### Wiring by layer, run 1

(2 px per um) Two of the layers only.
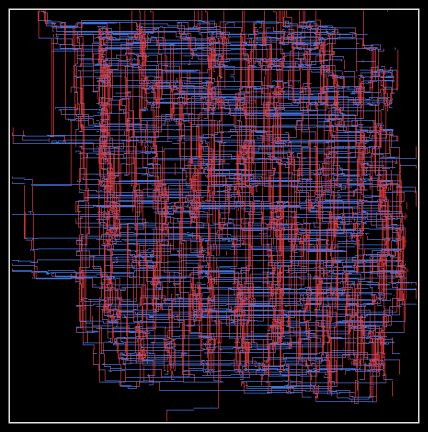
### M3 wires, run 1

(2 px per um)
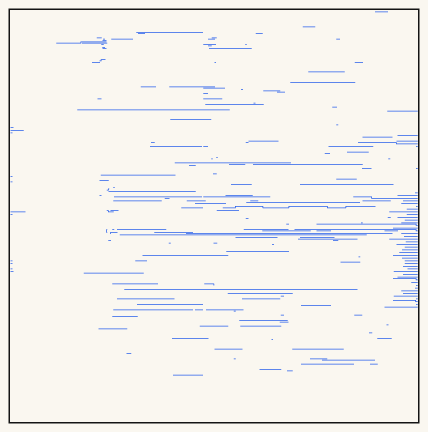
### Cell outlines without signal wires, run 1

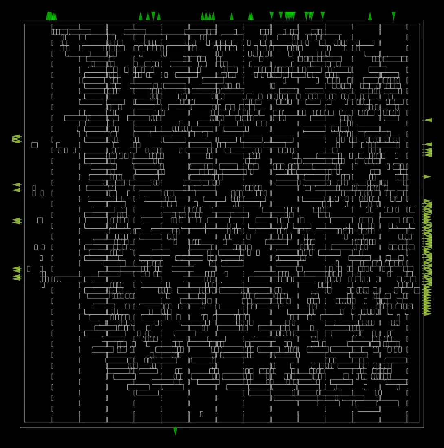
==> src/rtl/regfile_sb.sv <==
// Register file with a per-entry busy scoreboard and a post-reset init sweep.
// Latency: reads and busy flags are combinational, with writeback bypass; writes land on the next rising edge.
// Backpressure: none. Callers hold off until ready=1; while the sweep runs, writes, issues and flushes are ignored.
//
// Ports:
//   clk, rst                       clock, synchronous active-low reset
//   re1/reg1Addr, re2/reg2Addr     read ports (ID)
//   reg1Data/reg1Busy,
//   reg2Data/reg2Busy              operand data and operand-not-ready flags
//   we/regAddr/regData             writeback (MEM/WB); also releases the busy bit
//   issueEn/issueAddr              destination reservation at issue (ID)
//   flush                          clears every busy bit
//   ready                          registered; high once the init sweep has finished
//   led                            mirror of entry LED_INDEX for board debug
module regfile_sb #(
    parameter int                 DATA_W    = 16,
    parameter int                 NUM_REGS  = 12,
    parameter int                 ADDR_W    = 4,
    parameter int                 SP_INDEX  = 8,
    parameter logic [DATA_W-1:0]  SP_RESET  = 16'hfe00,
    parameter int                 LED_INDEX = 2
) (
    input  logic              clk,
    input  logic              rst,
    input  logic              re1,
    input  logic              re2,
    input  logic [ADDR_W-1:0] reg1Addr,
    input  logic [ADDR_W-1:0] reg2Addr,
    input  logic              we,
    input  logic [ADDR_W-1:0] regAddr,
    input  logic [DATA_W-1:0] regData,
    input  logic              issueEn,
    input  logic [ADDR_W-1:0] issueAddr,
    input  logic              flush,
    output logic [DATA_W-1:0] reg1Data,
    output logic [DATA_W-1:0] reg2Data,
    output logic              reg1Busy,
    output logic              reg2Busy,
    output logic              ready,
    output logic [DATA_W-1:0] led
);

    typedef enum logic {INIT, RUN} state_t;

    // One extra bit so the range check still works when NUM_REGS == 2^ADDR_W.
    localparam logic [ADDR_W:0]   NREGS    = (ADDR_W+1)'(NUM_REGS);
    localparam logic [ADDR_W-1:0] LAST_IDX = ADDR_W'(NUM_REGS - 1);
    localparam logic [ADDR_W-1:0] SP_IDX   = ADDR_W'(SP_INDEX);

    state_t              state;
    logic [ADDR_W-1:0]   cnt;
    logic [NUM_REGS-1:0] busy;
    logic [NUM_REGS-1:0] busy_nxt;

    // Storage carries no reset so it can map onto distributed RAM; the sweep
    // provides the initial contents instead.
    logic [DATA_W-1:0]   mem [NUM_REGS];
    logic                mem_we;
    logic [ADDR_W-1:0]   mem_wa;
    logic [DATA_W-1:0]   mem_wd;

    function automatic logic in_range(input logic [ADDR_W-1:0] a);
        return {1'b0, a} < NREGS;
    endfunction

    // Single write port shared between the init sweep and writeback.
    always_comb begin
        mem_we = 1'b0;
        mem_wa = cnt;
        mem_wd = '0;
        if (rst) begin
            if (state == INIT) begin
                mem_we = 1'b1;
                mem_wa = cnt;
                mem_wd = (cnt == SP_IDX) ? SP_RESET : '0;
            end else if (we && in_range(regAddr)) begin
                mem_we = 1'b1;
                mem_wa = regAddr;
                mem_wd = regData;
            end
        end
    end

    always_ff @(posedge clk) begin
        if (mem_we) begin
            mem[mem_wa] <= mem_wd;
        end
    end

    // Scoreboard next state: flush beats everything; otherwise the writeback
    // clear is applied before the issue set, so a same-entry issue wins.
    always_comb begin
        busy_nxt = busy;
        if (flush) begin
            busy_nxt = '0;
        end else begin
            if (we && in_range(regAddr)) begin
                busy_nxt[regAddr] = 1'b0;
            end
            if (issueEn && in_range(issueAddr)) begin
                busy_nxt[issueAddr] = 1'b1;
            end
        end
    end

    always_ff @(posedge clk) begin
        if (!rst) begin
            state <= INIT;
            cnt   <= '0;
            busy  <= '0;
            ready <= 1'b0;
        end else if (state == INIT) begin
            cnt <= cnt + 1'b1;
            if (cnt == LAST_IDX) begin
                state <= RUN;
                ready <= 1'b1;
            end
        end else begin
            busy <= busy_nxt;
        end
    end

    // Read port 1: out-of-range addresses read 0 and never take the bypass.
    always_comb begin
        reg1Data = '0;
        reg1Busy = 1'b0;
        if (state == RUN && re1 && in_range(reg1Addr)) begin
            if (we && regAddr == reg1Addr) begin
                reg1Data = regData;
            end else begin
                reg1Data = mem[reg1Addr];
                reg1Busy = busy[reg1Addr];
            end
        end
    end

    // Read port 2, identical to port 1.
    always_comb begin
        reg2Data = '0;
        reg2Busy = 1'b0;
        if (state == RUN && re2 && in_range(reg2Addr)) begin
            if (we && regAddr == reg2Addr) begin
                reg2Data = regData;
            end else begin
                reg2Data = mem[reg2Addr];
                reg2Busy = busy[reg2Addr];
            end
        end
    end

    // LED shows stored contents only; a write appears the cycle after its edge.
    assign led = (state == RUN) ? mem[LED_INDEX] : '0;

endmodule
==> config.mk <==
export PLATFORM = sky130hd
export DESIGN_NAME = regfile_sb
export DESIGN_NICKNAME = d
export VERILOG_FILES = /design/src/rtl/regfile_sb.sv
export SDC_FILE = /design/constraint.sdc
export NUM_CORES = 1
export LEC_CHECK = 0
export ABC_AREA = 1
export CAP_MARGIN = 20
export CORE_AREA = 2 2 202 204
export CTS_CLUSTER_DIAMETER = 120
export CTS_CLUSTER_SIZE = 12
export DETAILED_ROUTE_END_ITERATION = 10
export DIE_AREA = 0 0 204 206
export DONT_BUFFER_PORTS = 1
export PLACE_DENSITY_LB_ADDON = 0.08
export SYNTH_ARGS = -nofsm -noshare
export SYNTH_HDL_FRONTEND = slang
export SYNTH_SLANG_ARGS = --single-unit
==> constraint.sdc <==
create_clock -name clk -period 6.2 [get_ports clk]
set_input_delay 1.55 -clock clk [delete_from_list [all_inputs] [get_ports clk]]
set_output_delay 1.55 -clock clk [all_outputs]
set_load 0.02 [all_outputs]
==> job_summary.md, run 1 <==
## Implementation flow summary

| Metric | Value |
|---|---|
| Chip Width | 204 um |
| Async SR Flop Fraction | 0% |
| Via density per instance | 5.15 |
| Crit start category | primary input |
| NetSw | 0.000754 W |
| Fin Setup TNS | 0 ns |
| Global routing usage on met1 | 31.2% |
| CTS tree | done |
| Worst Tran Pin Value | 1.10 ns |
| RSZ-0062 raised after global routing | false |
| Root Buffer Master | clkbuf_16 |
| Cell-internal power | 0.00226 W |
| Layout area overhead | 9.49% |
| Setup Viol. Count Final | 0 |
| Latency at later pin | 0.51 ns |
| Routed length per instance | 22.8 um |
| Inserted Diodes | 0 |
| Logic gate share of total power | 9.7% |
| IO buf count | 0 |
| #FFs+latches synth | 210 |
| Antenna-violating nets left | 0 |
| Sequential share of power | 51.9% |
| Post-CTS Setup Bufs | 0 |
| Vias in the first global route | 10078 |
| Final hold violations | 0 |
| Max clock buf depth | 3 |
| Setup crit start | reg2Addr[0] |
| Ports | 90 |
| Initial antenna violation count | 0 |
| Max Fclk | 204 MHz |
| Top area cell types | edfxtp_1 49%, nand2_1 13%, nand3_1 12%, inv_1 4.3%, a21oi_1 3.0% |
| Iteration tally of the first detailed-router pass | 5 |
| Post-layout period usage | 79.0% |
| PwrDens | 232 nW/um^2 |
| M1 WL | 21700 um |
| Most common logic cells in the final layout | 413 x nand2_1, 279 x nand3_1, 192 x edfxtp_1 |
| Net count, final | 1484 |
| Maximum VDD drop | 0.000139 V |
| Grt ovf | 0 |
| Post-synth EDFFs | 192 |
| Top cell excl fill/tap | nand2_1 |
| Hold WC Path Type | reg -> reg |
| CP arrival | 3.35 ns |
| DRC | 0 |
| Yosys chip area | 11800 um^2 |
| Largest net degree at the start of global routing | 131 |
| Maxcap violations | 0 |
| Uppermost layer routed | met4 |
| Syn_nets | 1515 |
| Slew Viols, Final | 0 |
| Grt peak-use layer | met2 |
| Clock transition at path regs | 0.07 ns |
| Post-Synthesis Cells | 1474 |
| Tmin final | 4.90 ns |
| Status | completed |
| Most frequent cells after synthesis | 413 x nand2_1, 279 x nand3_1, 192 x edfxtp_1 |
| Chip area | 42000 um^2 |
| Post-synth cell types | 35 |
| Sequential share of the synthesized area | 51.7% |
| Clock network power share | 38.4% |
| First-pass GRT wire length | 66800 um |
| Hold Path Origin | busy[3] |
| Crit. End Element | primary output |
| Num CTS Buffers | 21 |
| Tool Warnings | 31 |
| P_leak | 5.25 nW |
| Pre-placement core utilization | 29.5% |
| Fraction of layout cells with a size suffix above 1 | 7.45% |
| Synth Cell Area | 11800 um^2 |
| Area leader share | 48.7% |
| Syn_area_per_cell | 8.03 um^2 |
| Crit Path Max Fanout | 130 |
| Max H-tree Level | 1 |
| Routed wl met2 | 19600 um |
Back to the opening pictures, 'Wiring by layer':
layer	colour	wire length
met1	blue	21.7 mm
met2	red	19600 um

Back to the opening pictures, 'M3 wires':
share of all routed wire	6.1%
longest straight run	123 um
Via Count: 10212
Routed WL: 45200 um
met3 usage in global routing: 3.41%

Back to the opening pictures, 'Cell outlines without signal wires':
Util after Layout: 32.3%
core area: 40200 um^2
Seq/total area: 47.2%
Final Non-Filler Cells: 1981
Tap Cells: 532

## run 1: kinds of logic after synthesis
logic type / after synthesis / synth area share [%]
adder cells (fa/ha/maj): 2 / 0.211
flip-flops: 210 / 51.7
AND-OR/OR-AND: 188 / 8.83
AND/OR/NAND/NOR: 824 / 30.1
XOR/XNOR: 2 / 0.306
buffers and inverters: 248 / 8.83
## run 1: stage by stage
step                      hold WS [ns]  area, um^2  power (W)  setup WS (ns)
after global routing             0.505       13000    0.00313           1.18
after CTS                        0.474       13000    0.00305           1.36
after detailed placement         0.466       12400    0.00188           1.36
final                            0.469       13000    0.00301           1.30
after floorplan                  0.439       11800    0.00183           1.87
after global placement           0.452       12400    0.00189           1.35
## run 1: final timing paths
kind,endpoint,slack (ns),depth (start not counted)
max,reg2Data[4],1.30,9
min,busy[3],0.47,2
max reg2reg,mem[5][12],2.92,6
min reg2reg,busy[3],0.47,2
## run 1: area by class of cell
cell class,count,area [um^2]
fill,4254,27200
sequential,210,6130
multi-input combinational,1016,4700
tap,532,666
inverter,149,559
clock buffer,28,552
timing repair buffer,45,354
clock inverter,1,8.76
## run 1: power by group through the flow
stage	combinational, W	clock [W]	sequential [W]
after floorplan	0.000241	0	0.00159
after global placement	0.000293	0	0.00159
after detailed placement	0.000292	0	0.00159
after CTS	0.000293	0.00120	0.00156
after global routing	0.000329	0.00124	0.00156
final	0.000293	0.00116	0.00156
## run 1: flip-flops by register name, summed over array words and instances, names as in the netlist
signal  cells
mem       192
busy       12
cnt         4
ready       1
state       1
## run 1: worst max-delay path: stages
cell     delay (ns)
inv_2          0.32
nand2_2        0.08
nand2_2        0.12
nor2_4         0.08
nand3_4        0.38
nand2_1        0.09
inv_1          0.07
nand2_1        0.16
a21oi_1        0.44
==> run 2, diff against run 1 <==
clock period = 5.07 ns   (was 6.2 ns; I/O delays follow)
==> job_summary.md, run 2 <==
## Implementation flow summary

| Metric | Value |
|---|---|
| Final WS setup | 0.821 ns |
| Fin Setup TNS | 0 ns |
| DRC | 0 |
| Reg-to-Reg Start | state |
| Max reg flops | 192 |
| Most frequent cells after synthesis | 413 x nand2_1, 279 x nand3_1, 192 x edfxtp_1 |
| Util after Layout | 32.5% |
| Post-CTS Setup Bufs | 0 |
| Vias in the first global route | 9563 |
| Gr usage total | 21.7% |
| Maxcap violations | 0 |
| WP depth | 8 |
| Post-layout period usage | 83.8% |
| Resized Gates After CTS | 0 |
| Max Fclk | 235 MHz |
| Clock network power share | 38.6% |
| Status | completed |
| DP Wirelength | 27300 um |
| Top cell excl fill/tap | nand2_1 |
| Maximum VDD drop | 0.000187 V |
| Tmin final | 4.25 ns |
| Crit path top cell by count | nand2_2 |
| Latency at later pin | 0.52 ns |
| Chip Width | 204 um |
| P_leak | 5.31 nW |
| Ys cells | 1474 |
| Inserted Diodes | 0 |
| Final Non-Filler Cells | 1992 |
| Clk sinks | 210 |
| Top area cell types | edfxtp_1 49%, nand2_1 13%, nand3_1 12%, inv_1 4.3%, a21oi_1 3.0% |
| XOR Share, Synth | 0.306% |
| Crit Path Max Fanout | 130 |
| Max H-tree Level | 1 |
| CP required | 3.80 ns |
| Cell-internal power | 0.00277 W |
| Syn_nets | 1515 |
| Num CTS Buffers | 21 |
| #FFs+latches synth | 210 |
| Synth Cell Area | 11800 um^2 |
| Area leader share | 48.7% |
| Biggest regs | mem: 192 flops, busy: 12 flops, cnt: 4 flops |
| Post-synth EDFFs | 192 |
| Mux frac, synth | 0% |
| First-pass GRT wire length | 66900 um |
| Max clock buf depth | 3 |
| Simple share | 30.1% |
| Yosys aoi share | 8.83% |
| Hold WC Path Type | reg -> reg |
| NetSw | 0.000933 W |
| Placed Instance Area | 12500 um^2 |
| GP Congestion | 0.797 |
| Routed length per instance | 22.9 um |
| Crit start category | primary input |
| Root Buffer Master | clkbuf_16 |
| Hold Path Origin | busy[3] |
| Final hold violations | 0 |
| Pre-placement core utilization | 29.5% |
| Sequential share of power | 51.6% |
| FF-to-FF End | mem[7][5] |
| Hold_ws | 0.468 ns |
| Switch share | 25.2% |
| Post-synth cell types | 35 |
| Most common logic cells in the final layout | 413 x nand2_1, 279 x nand3_1, 192 x edfxtp_1 |
| Crit-path leading delay family | simple AND/OR/NAND/NOR gates |
| Synth area leader | edfxtp_1 |
| Critical path cell sequence | inv_2 > nand2_2 > nand2_2 > nor2_4 > nand3_4 > nand2_1 > inv_1 > a21oi_2 |
| Buffers and inverters on the worst path | 2 |
| Sequential share of the synthesized area | 51.7% |
| Via Count | 10296 |
| Syn_area_per_cell | 8.03 um^2 |
| Top logic family | simple AND/OR/NAND/NOR gates |
| CP max stage delay | 0.44 ns |
| Slew Viols, Final | 0 |
| Worst Tran Pin Value | 0.987 ns |
| Clock transition at path regs | 0.07 ns |
| CP arrival | 2.98 ns |
| Crit. End Element | primary output |
| Iteration tally of the first detailed-router pass | 5 |
| Fa+ha+maj area frac | 0.211% |
| CTS tree | done |
| Antenna-violating nets left | 0 |
| Hold Crit Depth | 2 |
| Core area | 40200 um^2 |
| Design area | 13100 um^2 |
| Net count, final | 1494 |
| Tool Warnings | 31 |
| IO buf count | 0 |
| Fraction of layout cells with a size suffix above 1 | 8.08% |
| Pwr Total | 0.00370 W |
| Filler cell count | 4265 |
| Biggest register | mem |
| Slew HR | 33.9% |
| Grt ovf | 0 |
| Initial antenna violation count | 0 |
| Async SR Flop Fraction | 0% |
| Initial DRC Count | 1175 |
| FF-to-FF setup slack | 1.73 ns |
| Routed WL | 45700 um |
| PwrDens | 283 nW/um^2 |
| Setup Viol. Count Final | 0 |
| Logic gate share of total power | 9.8% |
| Post-Synthesis Cells | 1474 |
| RSZ-0062 raised after global routing | false |
| Worst slack, placed | 0.885 ns |
| Chip area | 42000 um^2 |
| Slowest cell on the critical path | nand3_4 |
| Via density per instance | 5.17 |
| Top_reg_cell synth | edfxtp_1 |
| Hold EP | busy[3] |
| Worst Clk Skew | 0.0265 ns |
| R2R depth | 6 |
| Layout area overhead | 10.4% |
| Yosys chip area | 11800 um^2 |
| Ports | 90 |
| Largest net degree at the start of global routing | 131 |
==> run 2: netlist changes by cell type in the layout (fill, tap and decap cells not counted), sizes merged <==
cell    before  now
buf         45   54
clkbuf      28   30
==> run 2: worst max-delay path by stage <==
stage / start / to
finish: reg2Addr[0] / reg2Data[3]
detailed placement: reg2Addr[0] / reg2Data[3]
CTS: reg2Addr[0] / reg2Data[3]
global placement: reg1Addr[0] / reg1Data[3]
floorplan: reg1Addr[0] / reg1Data[7]
global route: reg1Addr[0] / reg1Data[3]
==> run 2: power by group through the flow <==
stage                     registers, W  logic, W  clock network [W]
final                          0.00191  0.000361            0.00143
after global routing           0.00191  0.000404            0.00152
after global placement         0.00195  0.000360                  0
after CTS                      0.00191  0.000360            0.00148
after detailed placement       0.00195  0.000358                  0
after floorplan                0.00194  0.000294                  0
==> run 2: final cells by class <==
class                      instances  area (um^2)  area share [%]
clock buffer                      29          556            4.25
clock inverter                     1         8.76          0.0670
inverter                         149          559            4.28
multi-input combinational       1016         4700            36.0
sequential                       210         6130            46.9
tap                              532          666            5.09
timing repair buffer              55          457            3.49
==> run 2: worst min-delay path: cells and delay by family (launching register included) <==
kind | cells | cell delay, ns
flip-flops | 1 | 0.31
AND/OR/NAND/NOR | 1 | 0.06
AND-OR/OR-AND | 1 | 0.05
==> run 2: per-layer routing <==
layer  part of all wire, %  up-vias  routed length [um]  global-route usage [%]
met5                     0        -                   0                       0
met4                   1.7        0                 773                    4.66
met3                   7.4       44                3380                    4.18
met2                    43      369               19800                    33.0
met1                    47     4981               21700                    31.8
li1                      -     4902                   -                       -
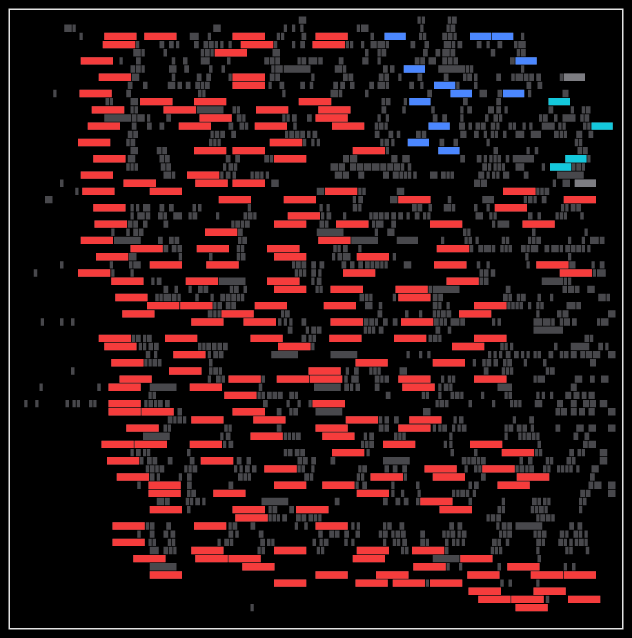
*Sequential cells grouped by signal name, run 2*
(3 px per um) Other sequential cells in the stronger grey, the rest of the logic in the fainter grey.
signal	colour	sequential cells
busy	blue	12
mem	red	192
cnt	cyan	4
not coloured	2
Flop+latch power: 0.00191 W
Seq/total area: 46.9%

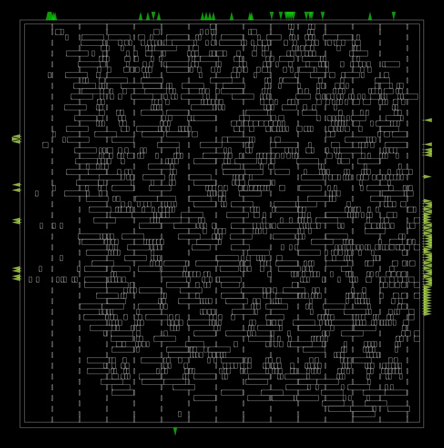
*Cell outlines without signal wires, run 2*
Flop Count: 210
row cnt: 74

==> run 3, diff against run 2 <==
clock period = 4.4 ns   (was 5.07 ns; I/O delays follow)
==> job_summary.md, run 3 <==
## Implementation flow summary

| Metric | Value |
|---|---|
| Synth Cell Area | 11800 um^2 |
| Initial DRC Count | 1065 |
| Clock transition at path regs | 0.06 ns |
| Most frequent cells after synthesis | 413 x nand2_1, 279 x nand3_1, 192 x edfxtp_1 |
| Ys cells | 1474 |
| Antenna-violating nets left | 0 |
| Top cell excl fill/tap | nand2_1 |
| Slew Viols, Final | 0 |
| Final WS setup | 0.400 ns |
| Via density per instance | 5.20 |
| Fa+ha+maj area frac | 0.211% |
| Tool Warnings | 31 |
| Row cnt | 74 |
| Slew HR | 35.3% |
| Latency at later pin | 0.51 ns |
| Crit Path Max Fanout | 12 |
| Top area cell types | edfxtp_1 49%, nand2_1 13%, nand3_1 12%, inv_1 4.3%, a21oi_1 3.0% |
| Worst Clk Skew | 0.0109 ns |
| GP Congestion | 0.853 |
| Vias in the first global route | 9823 |
| #FFs+latches synth | 210 |
| DP Wirelength | 27200 um |
| Crit Path Class | reg -> out |
| Ports | 90 |
| Biggest regs | mem: 192 flops, busy: 12 flops, cnt: 4 flops |
| Num CTS Buffers | 21 |
| Area leader share | 48.7% |
| Syn_area_per_cell | 8.03 um^2 |
| Max Fclk | 250 MHz |
| Resized Gates After CTS | 0 |
| CTS tree | done |
| Core area | 40200 um^2 |
| Post-synth cell types | 35 |
| Syn_nets | 1515 |
| Most common logic cells in the final layout | 413 x nand2_1, 279 x nand3_1, 192 x edfxtp_1 |
| Post-synth EDFFs | 192 |
| Biggest register | mem |
| First-pass GRT wire length | 65700 um |
| Post-CTS Setup Bufs | 0 |
| Maximum VDD drop | 0.000199 V |
| Synth top cell by count | nand2_1 |
| XOR Share, Synth | 0.306% |
| Post-CTS Hold Buffers | 0 |
| DRC | 0 |
| Clk sinks | 210 |
| Initial antenna violation count | 0 |
| Mux frac, synth | 0% |
| Simple share | 30.1% |
| Maxcap violations | 0 |
| Inserted Diodes | 0 |
| Worst slack, placed | 0.568 ns |
| Post-layout period usage | 90.9% |
| IO buf count | 0 |
| Top_reg_cell synth | edfxtp_1 |
| Max H-tree Level | 1 |
| Via Count | 10376 |
| Layout area overhead | 10.9% |
| Top logic family | simple AND/OR/NAND/NOR gates |
| Final hold violations | 0 |
| CP arrival | 2.90 ns |
| Largest net degree at the start of global routing | 131 |
| CP required | 3.30 ns |
| Crit. End Element | primary output |
| Setup Viol. Count Final | 0 |
| Worst Tran Pin Value | 0.967 ns |
| Hold WC Path Type | reg -> reg |
| Synth area leader | edfxtp_1 |
| Hold Crit Depth | 2 |
| Yosys chip area | 11800 um^2 |
| Yosys Warn Count | 0 |
| Chip area | 42000 um^2 |
| RSZ-0062 raised after global routing | false |
| Crit start category | flop |
| Async SR Flop Fraction | 0% |
| Routed length per instance | 22.8 um |
| Gr usage total | 21.3% |
| Post-Synthesis Cells | 1474 |
| Max reg flops | 192 |
| Net count, final | 1499 |
| Status | completed |
| Pre-placement core utilization | 29.5% |
| Fin Setup TNS | 0 ns |
| Chip height | 206 um |
| Tmin final | 4.00 ns |
| Grt ovf | 0 |
| Root Buffer Master | clkbuf_16 |
| Iteration tally of the first detailed-router pass | 7 |
| Yosys aoi share | 8.83% |
| Chip Width | 204 um |
| Hold_ws | 0.463 ns |
| Sequential share of the synthesized area | 51.7% |
| Pwr Total | 0.00425 W |
| Routed WL | 45500 um |
| Max clock buf depth | 3 |
| PwrDens | 323 nW/um^2 |
| P_leak | 5.35 nW |
| R2R depth | 5 |
| Fraction of layout cells with a size suffix above 1 | 8.40% |
==> run 3: cell counts after synthesis <==
No cell type changed its count.
==> run 3: final timing paths <==
| kind | from | endpoint | slack, ns |
|---|---|---|---|
| setup reg to reg | state | mem[6][12] | 1.09 |
| hold / removal | busy[3] | busy[3] | 0.46 |
| hold reg to reg | busy[3] | busy[3] | 0.46 |
| setup / recovery | state | reg1Data[7] | 0.40 |
==> run 3: logic make-up after synthesis <==
family	after synthesis
xor gates and xnor gates	2
buffers and inverters	248
and+or+nand+nor	824
adders and majority gates	2
AOI/OAI and AO/OA	188
DFF	210
==> run 3: stage by stage <==
step / cell area (um^2) / cells
CTS: 13100 / 1997
global placement: 12600 / 1967
finish: 13100 / 1997
global route: 13100 / 1997
detailed placement: 12600 / 1967
floorplan: 11800 / 1474
==> run 3: power breakdown <==
group / switching [W] / internal [W]
Combinational: 0.000280 / 0.000134
Sequential: 0.0000167 / 0.00219
Clock: 0.000759 / 0.000871
==> run 3: final cells by class <==
| class | instances | area (um^2) | share of cell area, % |
|---|---|---|---|
| Sequential cell | 210 | 6130 | 46.7 |
| Multi-Input combinational cell | 1016 | 4700 | 35.8 |
| Tap cell | 532 | 666 | 5.07 |
| Inverter | 149 | 559 | 4.26 |
| Clock buffer | 29 | 556 | 4.23 |
| Timing Repair Buffer | 60 | 513 | 3.91 |
| Clock inverter | 1 | 8.76 | 0.0667 |
==> run 3: worst max-delay path: stages (launching register included) <==
cell and delay, ns:
dfxtp_1 0.72, nand3_1 0.51, inv_1 0.52, o21ai_0 0.16, a21oi_1 0.27, buf_4 0.20
==> run 3: per-layer routing <==
metal  wire length, um  share of wire [%]  track usage, %
met2             19600                 43            32.6
met3              2940                6.5            2.55
met4               784                1.7            4.40
met1             22100                 49            32.3
met5                 0                  0               0
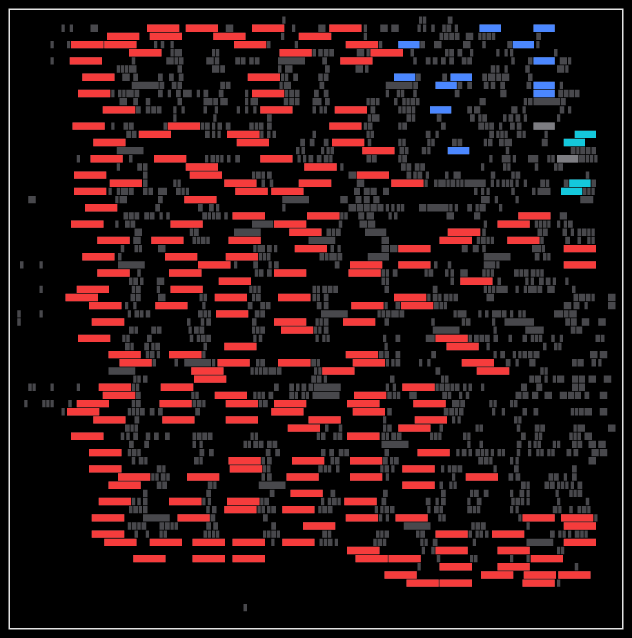
*Sequential cells grouped by signal name, run 3*
(3 px per um) Other sequential cells in the stronger grey, the rest of the logic in the fainter grey.
signal	colour	sequential cells	where
mem	red	192	spread over the die
cnt	cyan	4	upper right
busy	blue	12	upper right
not coloured	2
Util after Layout: 32.7%
Flop+latch power: 0.00220 W
Register Area: 6130 um^2
Seq/total area: 46.7%

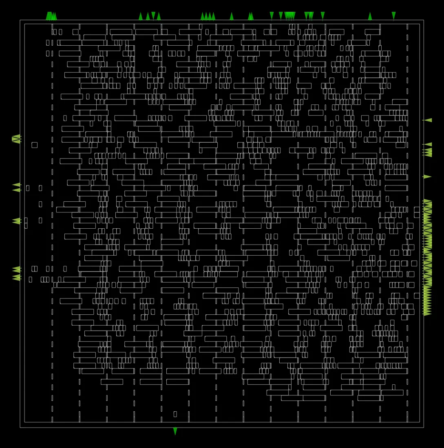
*Cell outlines without signal wires, run 3*
filler cell count: 4251
Final Non-Filler Cells: 1997

Power and IR drop assume default switching activity.
